$ cat src/rtl/ff_pkg.sv
// Mode encodings and widths shared by the multimode flip-flop register and its bit cell.
package ff_pkg;

    localparam int unsigned MODE_W = 3;

    localparam logic [MODE_W-1:0] MODE_HOLD = 3'b000;
    localparam logic [MODE_W-1:0] MODE_D    = 3'b001;
    localparam logic [MODE_W-1:0] MODE_T    = 3'b010;
    localparam logic [MODE_W-1:0] MODE_JK   = 3'b011;
    localparam logic [MODE_W-1:0] MODE_SR   = 3'b100;
    localparam logic [MODE_W-1:0] MODE_SHL  = 3'b101;
    localparam logic [MODE_W-1:0] MODE_SHR  = 3'b110;
    localparam logic [MODE_W-1:0] MODE_ROTL = 3'b111;

endpackage

$ cat src/rtl/multimode_ff_cell.sv
// One register bit acting as D/T/JK/SR flip-flop or shift/rotate stage.
module multimode_ff_cell
    import ff_pkg::*;
#(
    parameter logic RST_BIT = 1'b0
) (
    input  logic              clk,
    input  logic              rst,
    input  logic              en,
    input  logic [MODE_W-1:0] mode,
    input  logic              a,
    input  logic              b,
    input  logic              lo_in,
    input  logic              hi_in,
    output logic              next_c,
    output logic              conflict_c,
    output logic              q,
    output logic              conflict
);

    // Next-state selection; S=R=1 resolves to hold so the bit never goes X.
    always_comb begin
        next_c     = q;
        conflict_c = 1'b0;
        if (en) begin
            case (mode)
                MODE_D:    next_c = a;
                MODE_T:    next_c = q ^ a;
                MODE_JK: begin
                    case ({a, b})
                        2'b01:   next_c = 1'b0;
                        2'b10:   next_c = 1'b1;
                        2'b11:   next_c = ~q;
                        default: next_c = q;
                    endcase
                end
                MODE_SR: begin
                    conflict_c = a & b;
                    case ({a, b})
                        2'b01:   next_c = 1'b0;
                        2'b10:   next_c = 1'b1;
                        default: next_c = q;
                    endcase
                end
                MODE_SHL:  next_c = lo_in;
                MODE_ROTL: next_c = lo_in;
                MODE_SHR:  next_c = hi_in;
                default:   next_c = q;
            endcase
        end
    end

    always_ff @(posedge clk) begin
        if (rst) begin
            q        <= RST_BIT;
            conflict <= 1'b0;
        end else begin
            q        <= next_c;
            conflict <= conflict_c;
        end
    end

endmodule

$ cat src/rtl/multimode_ff_reg.sv
// WIDTH-bit multimode register: per-bit flip-flop cells plus serial output and sticky SR error.
module multimode_ff_reg
    import ff_pkg::*;
#(
    parameter int unsigned       WIDTH   = 4,
    parameter logic [WIDTH-1:0]  RST_VAL = '0
) (
    input  logic              clk,
    input  logic              rst,
    input  logic              en,
    input  logic [MODE_W-1:0] mode,
    input  logic [WIDTH-1:0]  a,
    input  logic [WIDTH-1:0]  b,
    input  logic              ser_in,
    input  logic              clr_err,
    output logic [WIDTH-1:0]  q,
    output logic              ser_out,
    output logic [WIDTH-1:0]  sr_conflict,
    output logic              sr_err
);

    logic [WIDTH-1:0] lo_c;
    logic [WIDTH-1:0] hi_c;
    logic [WIDTH-1:0] next_c;
    logic [WIDTH-1:0] conflict_c;
    logic             lo0_c;

    // Bit 0 is fed by ser_in when shifting and by the MSB when rotating.
    assign lo0_c = (mode == MODE_ROTL) ? q[WIDTH-1] : ser_in;

    for (genvar i = 0; i < WIDTH; i++) begin : g_bit
        if (i == 0) begin : g_lo_edge
            assign lo_c[i] = lo0_c;
        end else begin : g_lo_mid
            assign lo_c[i] = q[i-1];
        end

        if (i == WIDTH - 1) begin : g_hi_edge
            assign hi_c[i] = ser_in;
        end else begin : g_hi_mid
            assign hi_c[i] = q[i+1];
        end

        multimode_ff_cell #(
            .RST_BIT (RST_VAL[i])
        ) u_cell (
            .clk        (clk),
            .rst        (rst),
            .en         (en),
            .mode       (mode),
            .a          (a[i]),
            .b          (b[i]),
            .lo_in      (lo_c[i]),
            .hi_in      (hi_c[i]),
            .next_c     (next_c[i]),
            .conflict_c (conflict_c[i]),
            .q          (q[i]),
            .conflict   (sr_conflict[i])
        );
    end

    // Serial output captures the bit falling off the end; holds otherwise.
    always_ff @(posedge clk) begin
        if (rst) begin
            ser_out <= 1'b0;
        end else if (en && mode == MODE_SHL) begin
            ser_out <= q[WIDTH-1];
        end else if (en && mode == MODE_SHR) begin
            ser_out <= q[0];
        end
    end

    // Sticky error: a new conflict outranks a simultaneous clear.
    always_ff @(posedge clk) begin
        if (rst) begin
            sr_err <= 1'b0;
        end else if (|conflict_c) begin
            sr_err <= 1'b1;
        end else if (clr_err) begin
            sr_err <= 1'b0;
        end
    end

endmodule
$ cat config.mk
export PLATFORM = sky130hd
export DESIGN_NAME = multimode_ff_reg
export DESIGN_NICKNAME = d
export VERILOG_FILES = /design/src/rtl/ff_pkg.sv /design/src/rtl/multimode_ff_cell.sv /design/src/rtl/multimode_ff_reg.sv
export SDC_FILE = /design/constraint.sdc
export NUM_CORES = 1
export LEC_CHECK = 0
export CAP_MARGIN = 40
export CORE_MARGIN = 2
export CORE_UTILIZATION = 30
export DETAILED_ROUTE_END_ITERATION = 10
export DONT_BUFFER_PORTS = 1
export RECOVER_POWER = 50
export SLEW_MARGIN = 10
export SYNTH_ARGS = -nofsm -noshare
export SYNTH_HDL_FRONTEND = slang
export SYNTH_SLANG_ARGS = --single-unit
$ cat constraint.sdc
create_clock -name clk -period 1.6 [get_ports clk]
set_input_delay 0.4 -clock clk [delete_from_list [all_inputs] [get_ports clk]]
set_output_delay 0.4 -clock clk [all_outputs]
set_load 0.05 [all_outputs]
run_1/logic_types.png
(6 px per um)
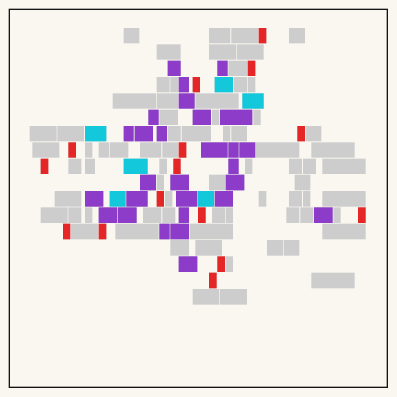
- inverters: red (cells 15; most used inv_1)
- AND-OR and OR-AND gates: cyan (cells 6; most used a21o_1)
- inverting AOI/OAI gates: purple (cells 28; most used a21oi_1; where middle)
Commonest Layout Cell: inv_1
Non-Filler Instances: 166
Comb/total area: 62.6%

run_1/congestion.png
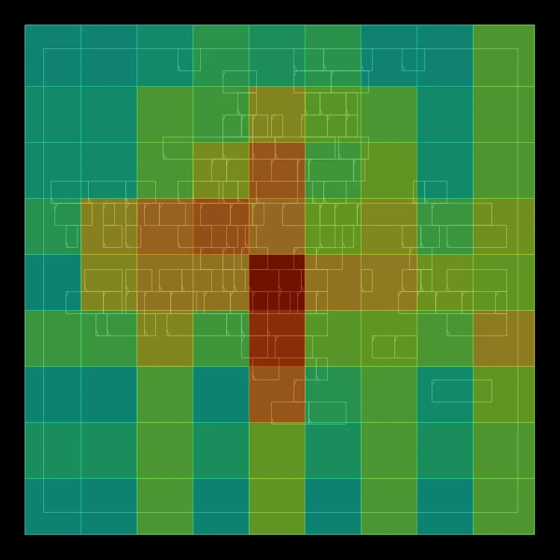
M1 GR Usage: 16.5%
gr usage total: 12.2%
fin util: 31.4%

run_1/metal_density.png
(6 px per um) The die is cut into 13 by 13 equal tiles; white is low, dark blue is high, scaled to the fullest tile. Values are wire area over tile area, all layers added.
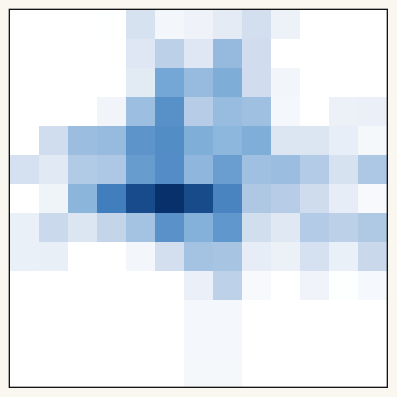
- nearly empty tiles: 42%
- tiles over half the peak: 8.3%
- mean over tiles: 0.098
- emptiest ninth of the die: bottom left
Post-Route WL: 2350 um
WL/cell: 14.2 um

==> flow_summary.toml, run 1 <==
# physical design summary
[sta]
hold_ws_ns = 0.187
timing.setup.tns_ns = 0
setup_slack_ns = 0.217
max_freq_ghz = 0.723
final_max_slew_viol_count = 0
fin_crit_ns = 1.38
hold_violations = 0
rsz0062_at_grt = "no"

[synth]
synth.most_common_cell = "inv_1"
avgSynthCellArea_um2 = 8.29
syn_inst = 125
yosysChipArea_mm2 = 0.00104
ys_ff = 10
synth_cell_type_count = 43
synth_seq_share_pct = 19.3
ys_top_cells_by_area = "dfxtp_1 (19%), ha_1 (14%), buf_4 (7.2%), inv_1 (5.4%), nor2_1 (3.3%)"
common_cells = "inv_1 (15), ha_1 (12), buf_4 (10), dfxtp_1 (10), nor2_1 (9)"

[worst_hold_path]
min_delay_worst_endpoint = "g_bit[0].u_cell.q$_SDFFE_PP0P_"
hp-start = "rst"
hold_path_depth = 1
hold_class = "in2reg"

[worst_setup_path]
crit_arrival_ns = 0.98
critPathMaxStageDelay_ns = 0.46
cp_max_fo = 5
r2r.worst_path.cells = 4
cp_num_buf_inv = 1

[clock_network]
cts_made_buffers = 3
clk_pin_slew_ns = 0.08
clockBufferDepth = 2
insertion_delay_ns = 0.27

[grt]
grt.busiest_layer = "met2"
antenna_found_initial = 0
gr-usage-met3_pct = 4.32
grt_pass1_wl_um = 3870
overflow = 0
grt_pass1_vias = 828

[drt]
drt_iter0_markers = 61
top_layer = "met3"
met1_length_um = 1060

[die]
initCoreUtil_pct = 31.0
die_w_um = 62.8
taps = 46
dieArea_mm2 = 0.00394

[layout]
largest_class = "logic gates"
clockBufferCount = 4
finalNetCount = 149
final-clk-cell-share_pct = 3.46
num-fill-cells = 358
final_layout_top_logic_cells = "inv_1 (15), ha_1 (12), dfxtp_1 (10)"
seq_cells = 10
drive_above_1_share_pct = 10.8
comb_area_um2 = 657

[place]
placed_cells = 162
pre_cts_ws_ns = 0.00633
place_congestion = 0.861

[outcome]
run_status = "completed"

[power_and_ir_drop]
ir_drop_uv = 171
run 1: power breakdown:
part | switching (mW) | internal [mW]
sequential | 0.0192 | 0.260
combinational | 0.106 | 0.0847
clock | 0.0937 | 0.138
run 1: logic make-up (layout without fill, tap and decap cells):
| kind of cell | Yosys count | in the layout | synth area share, % |
|---|---|---|---|
| mux | 2 | 2 | 2.05 |
| xor+xnor | 3 | 3 | 2.54 |
| buf+inv | 30 | 25 | 16.3 |
| fa+ha+maj | 12 | 12 | 14.5 |
| simple gates | 34 | 34 | 19.0 |
| compound gates | 34 | 34 | 26.3 |
| flops | 10 | 10 | 19.3 |
run 1: sequential cells by signal (all words and copies together) (netlist names):
| name | count |
|---|---|
| g_bit.u_cell.conflict | 4 |
| g_bit.u_cell.q | 4 |
| ser_out | 1 |
| sr_err | 1 |
==> run 2: changes to the inputs <==
--- a/config.mk
+++ b/config.mk
@@ -8,6 +8,7 @@
 export CAP_MARGIN = 40
 export CORE_MARGIN = 2
 export CORE_UTILIZATION = 30
+export CTS_BUF_LIST = sky130_fd_sc_hd__clkbuf_4 sky130_fd_sc_hd__clkbuf_8
 export DETAILED_ROUTE_END_ITERATION = 10
 export DONT_BUFFER_PORTS = 1
 export RECOVER_POWER = 50
run_2/io_fan.png
(8 px per um)
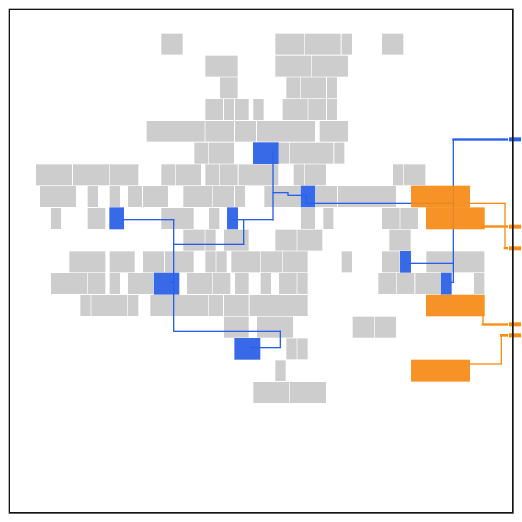
- sr_conflict: orange (bits 4; direction output; end cells 4; buffers 0; wire 26.5 um)
- rst: blue (bits 1; direction input; end cells 8; buffers 0; wire 120 um)
number of port buffers: 0
Top Ports: 26

run_2/congestion.png
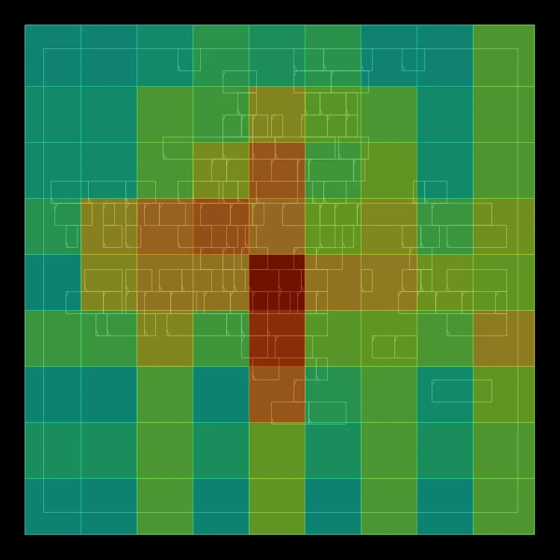
grt met2 use: 19.0%
GRT busiest layer: met2

==> flow_summary.toml, run 2 <==
# physical design summary
[worst_setup_path]
cp_num_buf_inv = 1
cp_max_fo = 5
critPathMaxStageDelay_ns = 0.46
crit_arrival_ns = 0.98

[outcome]
run_status = "completed"

[power_and_ir_drop]
power_frac_clock_pct = 33.1
pg_clk_mw = 0.232
ir_drop_uv = 171
power_leader = "registers"
p_seq_mw = 0.279

[sta]
hold_violations = 0
hold_ws_ns = 0.187

[synth]
ys_top_cells_by_area = "dfxtp_1 (19%), ha_1 (14%), buf_4 (7.2%), inv_1 (5.4%), nor2_1 (3.3%)"
yosys.area_share.aoi_pct = 26.3
synth_seq_share_pct = 19.3
xor_share_pct = 2.54
avgSynthCellArea_um2 = 8.29
common_cells = "inv_1 (15), ha_1 (12), buf_4 (10), dfxtp_1 (10), nor2_1 (9)"
synth_cell_type_count = 43
ys_ff = 10
ys_sh_mux_pct = 2.05
simple_gate_share_pct = 19.0

[drt]
routed_wl_um = 2350
top_layer = "met3"
drt_iter0_markers = 61

[grt]
overflow = 0
grt.total_usage_pct = 12.2
gr-usage-met3_pct = 4.32
antenna_found_initial = 0
grt_pass1_vias = 828

[die]
initCoreUtil_pct = 31.0
dieArea_mm2 = 0.00394
taps = 46

[layout]
lay_top_count = "inv_1"
utilization_pct = 31.4
layout.cells.non_filler = 166
finalNetCount = 149
final_layout_top_logic_cells = "inv_1 (15), ha_1 (12), dfxtp_1 (10)"
comb_area_um2 = 657
drive_above_1_share_pct = 10.8

[place]
pre_cts_ws_ns = 0.00633

[clock_network]
cts_made_buffers = 3
[run 2: cell counts in the layout (fill, tap and decap cells not counted)]
Identical to the previous run, type by type.
[run 2: final timing paths]
path / slack [ns] / startpoint / endpoint / cells past startpoint
setup / recovery: 0.22 / g_bit[3].u_cell.q$_SDFFE_PP0P_ / q[3] / 1
hold / removal: 0.19 / rst / g_bit[0].u_cell.q$_SDFFE_PP0P_ / 1
setup reg to reg: 0.28 / g_bit[0].u_cell.q$_SDFFE_PP0P_ / g_bit[0].u_cell.q$_SDFFE_PP0P_ / 4
hold reg to reg: 0.56 / g_bit[0].u_cell.q$_SDFFE_PP0P_ / g_bit[0].u_cell.q$_SDFFE_PP0P_ / 2
==> run 3: changes to the inputs <==
--- a/config.mk
+++ b/config.mk
@@ -5,6 +5,8 @@
 export SDC_FILE = /design/constraint.sdc
 export NUM_CORES = 1
 export LEC_CHECK = 0
+export ABC_AREA = 1
+export ABC_CLOCK_PERIOD_IN_PS = 1600
 export CAP_MARGIN = 40
 export CORE_MARGIN = 2
 export CORE_UTILIZATION = 30
==> flow_summary.toml, run 3 <==
# physical design summary
[clock_network]
clk_pin_slew_ns = 0.07
clockBufferDepth = 2
insertion_delay_ns = 0.27

[sta]
fin_crit_ns = 1.38
worst_pin_slew_ns = 0.523
hold_ws_ns = 0.190
rsz0062_at_grt = "no"
max_freq_ghz = 0.727
timing.setup.tns_ns = 0
final_max_slew_viol_count = 0
hold_violations = 0

[synth]
syn_inst = 170
ys_ff = 10
avgSynthCellArea_um2 = 6.08
synth_seq_share_pct = 19.4
ys_sh_mux_pct = 0
ys_top_cells_by_area = "dfxtp_1 (19%), nand2_1 (16%), ha_1 (15%), inv_1 (9.1%), nor2_1 (8.4%)"
top_logic_kind = "simple AND/OR/NAND/NOR gates"
synth_cell_type_count = 21
simple_gate_share_pct = 39.8
yosys.area_share.aoi_pct = 9.44
synth.most_common_cell = "nand2_1"
common_cells = "nand2_1 (44), inv_1 (25), nor2_1 (23)"
yosysChipArea_mm2 = 0.00103

[die]
initCoreUtil_pct = 31.2
io_pins = 26
die_w_um = 62.7
dieArea_mm2 = 0.00393

[outcome]
run_status = "completed"

[drt]
drt_iter0_markers = 57
met1_length_um = 1080
top_layer = "met4"

[power_and_ir_drop]
total_power_mw = 0.622
comb-power_mw = 0.170
p_seq_mw = 0.277
p_sw_share_pct = 34.9
p_sw_mw = 0.217
power_frac_seq_pct = 44.6
p_int_mw = 0.405
ir_drop_uv = 201

[worst_setup_path]
crit_arrival_ns = 0.98
reg2reg_from = "g_bit[3].u_cell.q$_SDFFE_PP0P_"
critPathMaxStageDelay_ns = 0.46
r2r.worst_path.cells = 8
cp_max_fo = 7
cp_num_buf_inv = 1
r2r_end = "g_bit[3].u_cell.q$_SDFFE_PP0P_"
crit_path_end = "q[3]"
reg2reg_setup_slack_ns = 0.49
critPathCaptureType = "output pin"
crit_start = "g_bit[3].u_cell.q$_SDFFE_PP0P_"

[grt]
overflow = 0
grt_pass1_vias = 939
antenna_found_initial = 0
grt.busiest_layer = "met2"
gr-usage-met1_pct = 15.1
gr-usage-met3_pct = 5.23
grt_pass1_wl_um = 4160

[layout]
final_layout_top_logic_cells = "nand2_1 (44), inv_1 (26), nor2_1 (23)"
finalNetCount = 197
layout.cells.non_filler = 213
largestRegisters = "g_bit.u_cell.conflict x4, g_bit.u_cell.q x4"

[place]
place_congestion = 0.874
io_buffers = 0
placed_cells = 210

[worst_hold_path]
hold_path_depth = 1
min_delay_worst_endpoint = "ser_out$_SDFFE_PP0P_"
run 3: cell count changes in the layout (fill, tap and decap cells not counted), sizes merged, moves of 3 or more:
cell	change
nor2	+15
a221oi	-3
inv	+11
nor2b	-5
and2	-5
o311ai	-3
nand3	+19
nand4	+4
nand2	+38
run 3: area by class of cell:
cell class | count | area (um^2) | share of cell area [%]
Multi-Input combinational cell | 123 | 654 | 61.2
Clock buffer | 3 | 22.5 | 2.11
Timing Repair Buffer | 5 | 37.5 | 3.51
Inverter | 26 | 97.6 | 9.12
Tap cell | 46 | 57.6 | 5.38
Sequential cell | 10 | 200 | 18.7
run 3: metrics by stage:
step	util [%]	instance area, um^2
2_1_floorplan	-	1030
4_1_cts	32.5	1070
3_5_place_dp	31.8	1050
3_3_place_gp	31.8	1050
5_1_grt	32.3	1070
6_report	32.3	1070
run_3/clk_routes.png
(8 px per um)
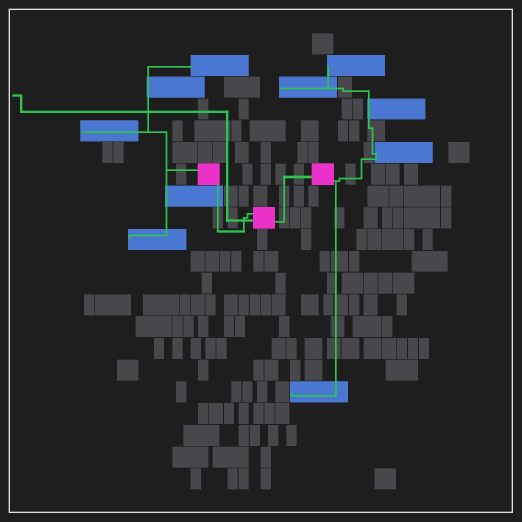
- clock drivers: magenta (count 3)
- flip-flops: blue (count 10)
- clock wires: green (length 187 um)
- routed clock nets: 4
clock-net power: 0.175 mW
clock network power share: 28.1%
Clock Skew: 0.00993 ns

run_3/metal_density.png
(6 px per um) The die is cut into 13 by 13 equal tiles; white is low, dark blue is high, scaled to the fullest tile. Values are wire area over tile area, all layers added.
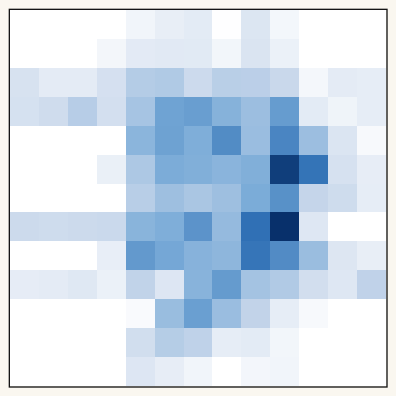
- densest ninth of the die: middle
- emptiest ninth of the die: bottom left
- tiles over half the peak: 11%
Post-Route WL: 2510 um
Via Count: 1,011
WL/cell: 11.8 um
gr usage total: 13.2%

No activity file was given, so power comes from the tool's default toggle rates.
